==> src/rtl/chiplet_types_pkg.sv <==
// Shared types and constants for the switch ingress slice.
// Holds the VC index type, perf-counter width and the VC index width helper.
// No logic; imported by switch_vc_ingress and vc_fifo.
package chiplet_types_pkg;

    // Width of the optional per-VC and stall performance counters.
    localparam int PERF_CNT_W = 16;

    // VC index for the default four-VC port configuration.
    localparam int VC_IDX_W = 2;
    typedef logic [VC_IDX_W-1:0] vc_idx_t;

    // VC index width: max(1, clog2(n)), so a two-VC port still gets one bit.
    function automatic int vc_width(input int n);
        return (n > 2) ? $clog2(n) : 1;
    endfunction

endpackage

==> src/rtl/vc_fifo.sv <==
// Single-VC flit FIFO with an occupancy count and a registered-pointer head view.
// Latency: a push is visible at head_flit / count one cycle after the write edge.
// Backpressure: none internally; the caller must not push when full or pop when empty.
//
// Ports: clk, n_rst (async active-low), flush (sync clear), push/push_flit,
//        pop, head_flit (oldest entry), count (entries held, 0..DEPTH).
module vc_fifo
    import chiplet_types_pkg::*;
#(
    parameter  int DEPTH  = 8,
    parameter  int FLIT_W = 64,
    localparam int CNT_W  = $clog2(DEPTH + 1),
    localparam int PTR_W  = (DEPTH > 2) ? $clog2(DEPTH) : 1
) (
    input  logic              clk,
    input  logic              n_rst,
    input  logic              flush,
    input  logic              push,
    input  logic [FLIT_W-1:0] push_flit,
    input  logic              pop,
    output logic [FLIT_W-1:0] head_flit,
    output logic [CNT_W-1:0]  count
);

    logic [FLIT_W-1:0] mem [DEPTH];
    logic [PTR_W-1:0]  wr_ptr;
    logic [PTR_W-1:0]  rd_ptr;

    // Storage is deliberately not reset; only pointers/count define validity.
    always_ff @(posedge clk) begin
        if (push) begin
            mem[wr_ptr] <= push_flit;
        end
    end

    assign head_flit = mem[rd_ptr];

    always_ff @(posedge clk or negedge n_rst) begin
        if (!n_rst) begin
            wr_ptr <= '0;
            rd_ptr <= '0;
            count  <= '0;
        end else if (flush) begin
            wr_ptr <= '0;
            rd_ptr <= '0;
            count  <= '0;
        end else begin
            // Explicit wrap so DEPTH need not be a power of two.
            if (push) begin
                wr_ptr <= (wr_ptr == PTR_W'(DEPTH - 1)) ? '0 : wr_ptr + 1'b1;
            end
            if (pop) begin
                rd_ptr <= (rd_ptr == PTR_W'(DEPTH - 1)) ? '0 : rd_ptr + 1'b1;
            end
            case ({push, pop})
                2'b10:   count <= count + 1'b1;
                2'b01:   count <= count - 1'b1;
                default: count <= count;
            endcase
        end
    end

endmodule

==> src/rtl/switch_vc_ingress.sv <==
// Per-port VC ingress buffer: NUM_VCS FIFOs, round-robin drain into one output register.
// Latency: 2 cycles from in_valid to out_valid; no bypass path. 1 flit/cycle sustained.
// Backpressure: out_valid/out_ready on the output; credit_return pulses upstream per freed slot.
//
// Ports: clk, n_rst (async active-low), in_valid/in_flit/in_vc, flush,
//        buffer_available, credit_return, out_valid/out_ready/out_flit/out_vc,
//        overflow_err (sticky per VC), bad_vc_err (sticky).
// Optional: define SWITCH_VC_INGRESS_PERF_EN to add vc_flit_cnt and stall_cnt.
module switch_vc_ingress
    import chiplet_types_pkg::*;
#(
    parameter  int NUM_VCS = 4,
    parameter  int DEPTH   = 8,
    parameter  int FLIT_W  = 64,
    localparam int VC_W    = vc_width(NUM_VCS)
) (
    input  logic               clk,
    input  logic               n_rst,
    input  logic               in_valid,
    input  logic [FLIT_W-1:0]  in_flit,
    input  logic [VC_W-1:0]    in_vc,
    input  logic               flush,
    output logic [NUM_VCS-1:0] buffer_available,
    output logic [NUM_VCS-1:0] credit_return,
    output logic               out_valid,
    input  logic               out_ready,
    output logic [FLIT_W-1:0]  out_flit,
    output logic [VC_W-1:0]    out_vc,
    output logic [NUM_VCS-1:0] overflow_err,
    output logic               bad_vc_err
`ifdef SWITCH_VC_INGRESS_PERF_EN
    ,
    output logic [NUM_VCS-1:0][PERF_CNT_W-1:0] vc_flit_cnt,
    output logic [PERF_CNT_W-1:0]              stall_cnt
`endif
);

    localparam int CNT_W = $clog2(DEPTH + 1);

    logic [CNT_W-1:0]   count [NUM_VCS];
    logic [FLIT_W-1:0]  head  [NUM_VCS];
    logic [NUM_VCS-1:0] vc_sel;
    logic [NUM_VCS-1:0] vc_full;
    logic [NUM_VCS-1:0] nonempty;
    logic [NUM_VCS-1:0] push;
    logic [NUM_VCS-1:0] pop;
    logic               bad_vc;
    logic               load;
    logic               grant_found;
    logic [VC_W-1:0]    grant;
    logic [VC_W-1:0]    rr_ptr;

    // Decoding in_vc against each VC keeps out-of-range indices away from
    // any array lookup: an index matching no VC is exactly the bad case.
    for (genvar v = 0; v < NUM_VCS; v++) begin : g_vc
        assign vc_sel[v]   = in_valid && (in_vc == VC_W'(v));
        assign vc_full[v]  = (count[v] == CNT_W'(DEPTH));
        assign nonempty[v] = (count[v] != '0);
        // Fullness is taken from the registered count, so a same-cycle pop
        // does not rescue a push to a full VC.
        assign push[v]     = vc_sel[v] && !vc_full[v] && !flush;
        assign pop[v]      = load && (grant == VC_W'(v));

        vc_fifo #(
            .DEPTH  (DEPTH),
            .FLIT_W (FLIT_W)
        ) u_fifo (
            .clk       (clk),
            .n_rst     (n_rst),
            .flush     (flush),
            .push      (push[v]),
            .push_flit (in_flit),
            .pop       (pop[v]),
            .head_flit (head[v]),
            .count     (count[v])
        );
    end

    assign buffer_available = ~vc_full;
    assign bad_vc           = in_valid && (vc_sel == '0);

    // Round-robin: first non-empty VC at or above rr_ptr, wrapping modulo NUM_VCS.
    always_comb begin
        logic [VC_W:0] idx;
        idx         = '0;
        grant       = '0;
        grant_found = 1'b0;
        for (int i = 0; i < NUM_VCS; i++) begin
            idx = {1'b0, rr_ptr} + (VC_W + 1)'(i);
            if (idx >= (VC_W + 1)'(NUM_VCS)) begin
                idx = idx - (VC_W + 1)'(NUM_VCS);
            end
            if (!grant_found && nonempty[idx[VC_W-1:0]]) begin
                grant_found = 1'b1;
                grant       = idx[VC_W-1:0];
            end
        end
    end

    assign load = (!out_valid || out_ready) && grant_found && !flush;

    always_ff @(posedge clk or negedge n_rst) begin
        if (!n_rst) begin
            rr_ptr        <= '0;
            out_valid     <= 1'b0;
            out_flit      <= '0;
            out_vc        <= '0;
            credit_return <= '0;
            overflow_err  <= '0;
            bad_vc_err    <= 1'b0;
        end else begin
            // Error flags are sticky and survive flush.
            overflow_err <= overflow_err | (vc_sel & vc_full);
            if (bad_vc) begin
                bad_vc_err <= 1'b1;
            end

            if (flush) begin
                rr_ptr        <= '0;
                out_valid     <= 1'b0;
                credit_return <= '0;
            end else begin
                // Credit lands in the same cycle the freed slot shows in count.
                credit_return <= pop;
                if (load) begin
                    out_valid <= 1'b1;
                    out_flit  <= head[grant];
                    out_vc    <= grant;
                    rr_ptr    <= (grant == VC_W'(NUM_VCS - 1)) ? '0 : grant + 1'b1;
                end else if (out_ready) begin
                    out_valid <= 1'b0;
                end
            end
        end
    end

`ifdef SWITCH_VC_INGRESS_PERF_EN
    always_ff @(posedge clk or negedge n_rst) begin
        if (!n_rst) begin
            vc_flit_cnt <= '0;
            stall_cnt   <= '0;
        end else begin
            for (int v = 0; v < NUM_VCS; v++) begin
                if (push[v] && (vc_flit_cnt[v] != '1)) begin
                    vc_flit_cnt[v] <= vc_flit_cnt[v] + PERF_CNT_W'(1);
                end
            end
            if (out_valid && !out_ready && (stall_cnt != '1)) begin
                stall_cnt <= stall_cnt + PERF_CNT_W'(1);
            end
        end
    end
`endif

endmodule
==> config.mk <==
export PLATFORM = sky130hd
export DESIGN_NAME = switch_vc_ingress
export DESIGN_NICKNAME = d
export VERILOG_FILES = /design/src/rtl/chiplet_types_pkg.sv /design/src/rtl/vc_fifo.sv /design/src/rtl/switch_vc_ingress.sv
export SDC_FILE = /design/constraint.sdc
export NUM_CORES = 2
export LEC_CHECK = 0
export ABC_AREA = 1
export CAP_MARGIN = 10
export CORE_MARGIN = 2
export CORE_UTILIZATION = 50
export DETAILED_ROUTE_END_ITERATION = 6
export GPL_ROUTABILITY_DRIVEN = 1
export PLACE_DENSITY = 0.63
export SYNTH_ARGS = -nofsm -noshare
export SYNTH_HDL_FRONTEND = slang
export SYNTH_SLANG_ARGS = --single-unit
==> constraint.sdc <==
create_clock -name clk -period 18.5 [get_ports clk]
set_clock_uncertainty 0.05 [all_clocks]
set_input_delay 3.7 -clock clk [delete_from_list [all_inputs] [get_ports clk]]
set_output_delay 3.7 -clock clk [all_outputs]
set_load 0.05 [all_outputs]
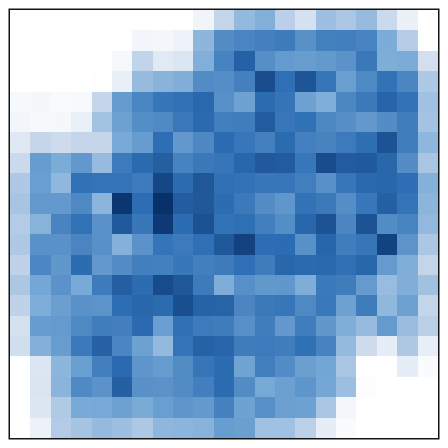
(images/metal_density.png)
21 x 21 tiles, from white (low) to dark blue (high), scaled to the fullest tile. Values are wire area over tile area, all layers added.
fullest tile	0.47
tiles over half the peak	63%
emptiest ninth of the die	upper left
mean over tiles	0.24
nearly empty tiles	10%
densest ninth of the die	centre

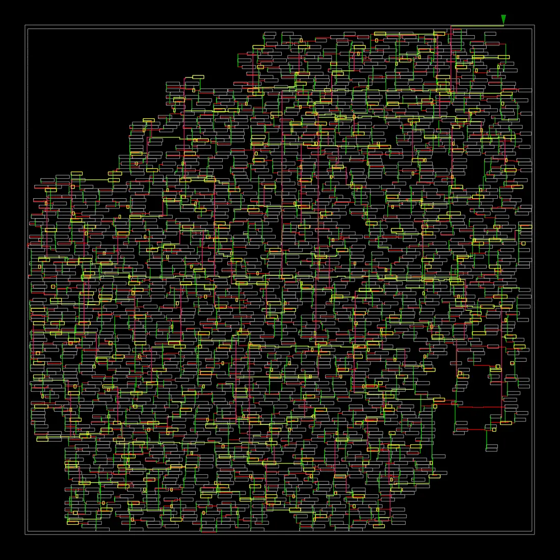
(images/clocks.png)
Late-Pin Clk Latency: 0.89 ns
CTS Sinks: 2,166
Num CTS Buffers: 218

[metal layers]
layer	vias up	GRT usage (%)	wire length [µm]
met5	-	0	13
met4	2	8.68	7260
met3	370	5.18	24700
met2	2984	43.6	115000
met1	27900	41.2	102000
li1	23700	-	-
[final cells by class]
| type | count | share of cell area (%) |
|---|---|---|
| antenna | 2 | 0.00522 |
| multi-input combinational | 3472 | 19.6 |
| sequential | 2166 | 67.3 |
| inverter | 90 | 0.420 |
| tap | 2218 | 2.89 |
| timing repair buffer | 277 | 2.43 |
| clock buffer | 286 | 6.10 |
| clock inverter | 124 | 1.31 |
[worst max-delay path, cell delays in order]
cell             delay [ns]
clkdlybuf4s50_1        0.46
inv_1                  0.07
nor3_1                 0.49
nand2_1                0.15
nor2_1                 0.62
nand2_1                0.46
nor2_4                 0.98
buf_4                  0.77
==> Slide: Implementation Results <==
Implementation Results

Clock network
  – Cts repair resizes: 0
  – Post-cts hold-fix buffer tally: 0
  – CTS max path bufs: 3
  – Clock-pin slew on the worst setup and hold paths: 0.06 ns
  – CTS Root Cell: clkbuf_16
  – Postcts setup bufs: 0
  – CTS H-tree depth: 4
  – CTS tree: yes

Synth
  – Compound-Gate Fraction of Synth Area: 13.2%
  – Yosys Chip Area: 0.0851 mm²
  – Post-Syn Area: 0.0851 mm²
  – Most frequent cell after synthesis: edfxtp_1
  – Floorplan Nets: 6,279
  – Synth warn: 0
  – Cell count after synthesis: 6,184
  – Post-Syn Area per Cell: 13.8 µm²
  – Synth unique cells: 36
  – Largest non-sequential cell family by area: AND-OR/OR-AND gates
  – Adder share: 0.353%
  – Share of flip-flops with an asynchronous set or reset: 5.45%
  – Yosys cell count: 6,184
  – Mux frac, synth: 0%
  – Top cells by area: edfxtp_1, nand2_1, a21oi_1
  – XOR-XNOR Cells, Area Fraction: 0.101%
  – Post-synth EDFFs: 2,048
  – Post-synthesis sequential area ratio: 75.7%
  – Area share, top type: 72.3%
  – Commonest flop: edfxtp_1
  – Synth top cells by count: edfxtp_1, nand2_1, a21oi_1
  – Post-synthesis simple-gate area fraction: 8.07%
  – Flops after synth: 2,166
  – Cell accounting for the most synthesized area: edfxtp_1

Pwr
  – Combinational Power: 4.45 mW
  – Pwr Density: 151 mW/mm²
  – Comb power frac: 30.7%
  – NetSw: 5.38 mW
  – Leakage: 33.7 nW
  – Worst VDD drop: 0.172 mV
  – Register share of total power: 39.1%
  – Clock group: 4.37 mW
  – Tot Pwr: 14.5 mW
  – Sw Ratio: 37.1%
  – Pwr top: sequential cells
  – Int Power: 9.11 mW
  – Clock power share: 30.2%
  – P_seq: 5.67 mW

Placed design
  – Dpl cell area: 0.0888 mm²
  – Post-place setup slack: 10.30 ns
  – Placer Congestion: 0.863
  – Hpwl dp: 137,000 µm
  – I/O Buffers: 150
  – DP Cell Count: 8,223

Floorplanning
  – Core area: 0.169 mm²
  – Num ports: 151
  – Rows: 151
  – Die W: 417 µm
  – Die area: 0.174 mm²
  – Core Util at FP: 50.3%
  – Die height: 417 µm

Setup path
  – Startpoint Class: input pin
  – Reg-to-Reg Start: g_vc[0].u_fifo.rd_ptr[0]
  – R2R setup slack: 13.75 ns
  – Reg2reg path depth: 10
  – Worst path required time: 18.94 ns
  – R2r endpoint: out_flit[4]
  – CP max FO: 41
  – CP endpoint: g_vc[0].u_fifo.mem[2][17]
  – Worst Setup SP: in_valid
  – Crit end category: flip-flop
  – Critical path class: in -> reg
  – CP arrival: 7.78 ns

Global routing
  – Initial antenna violation count: 7
  – Global-route wire length before repair: 361,000 µm
  – GRT Util Overall: 28.3%
  – Largest net degree at the start of global routing: 159
  – Total grt overflow: 0
  – Vias in the first global route: 52,200

Layout
  – Logic area: 0.0187 mm²
  – Cell area after layout: 0.0959 mm²
  – Nets: 6,320
  – Largest reg by FF count: g_vc.u_fifo.mem
  – Seq. cell area: 0.0645 mm²
  – Filler cell count in the final layout: 13,400
  – Layout cell share with drive strength beyond 1: 8.60%
  – Max reg flops: 2,048
  – Top Layout Cells: edfxtp_1, nand2_1, a21oi_1, a221o_1, clkbuf_16
  – Non-filler instance count after layout: 8,635
  – Largest registers: g_vc.u_fifo.mem: 2048 flops, out_flit: 64 flops, g_vc.u_fifo.count: 16 flops
  – Most used logic cell in the final layout: edfxtp_1
  – Final Core Density: 56.6%
  – Layout overhead on the synthesized area: 12.6%

Timing
  – Final setup violating endpoints: 0
  – Relative slew slack: 14.6%
  – Max Fclk: 136 MHz
  – RSZ-0062 raised after global routing: no
  – Cycle use final: 39.7%
  – Hold_ws: 0.326 ns
  – Fin. max-slew vios: 0
  – Post-route setup TNS: 0 ns
  – Fin crit period: 7.34 ns
  – Final worst-path setup slack: 11.16 ns
  – Final Hold Vio Count: 0
  – Worst Tran Pin Value: 1.28 ns

Drt
  – Post-DRT Antenna Nets: 0
  – DRT Pass-1 Iters: 7
  – DRT iter0 DRCs: 7,507
  – Via Count: 54,900
  – WL/cell: 28.8 µm
  – Vias per cell: 6.36
  – DRT Wirelength: 248,000 µm
  – DRC Markers: 0

Flow run
  – OpenROAD warning count: 30
  – MaxCap Viol Count: 0

Run status
  – Status: complete, no violations

Hold path
  – Hold Crit Class: reg -> reg
  – Hold Crit Start: bad_vc_err
  – Hold Path Sink: bad_vc_err
  – Cells on Worst Hold Path: 0
Power is estimated from default activity; no workload was simulated.
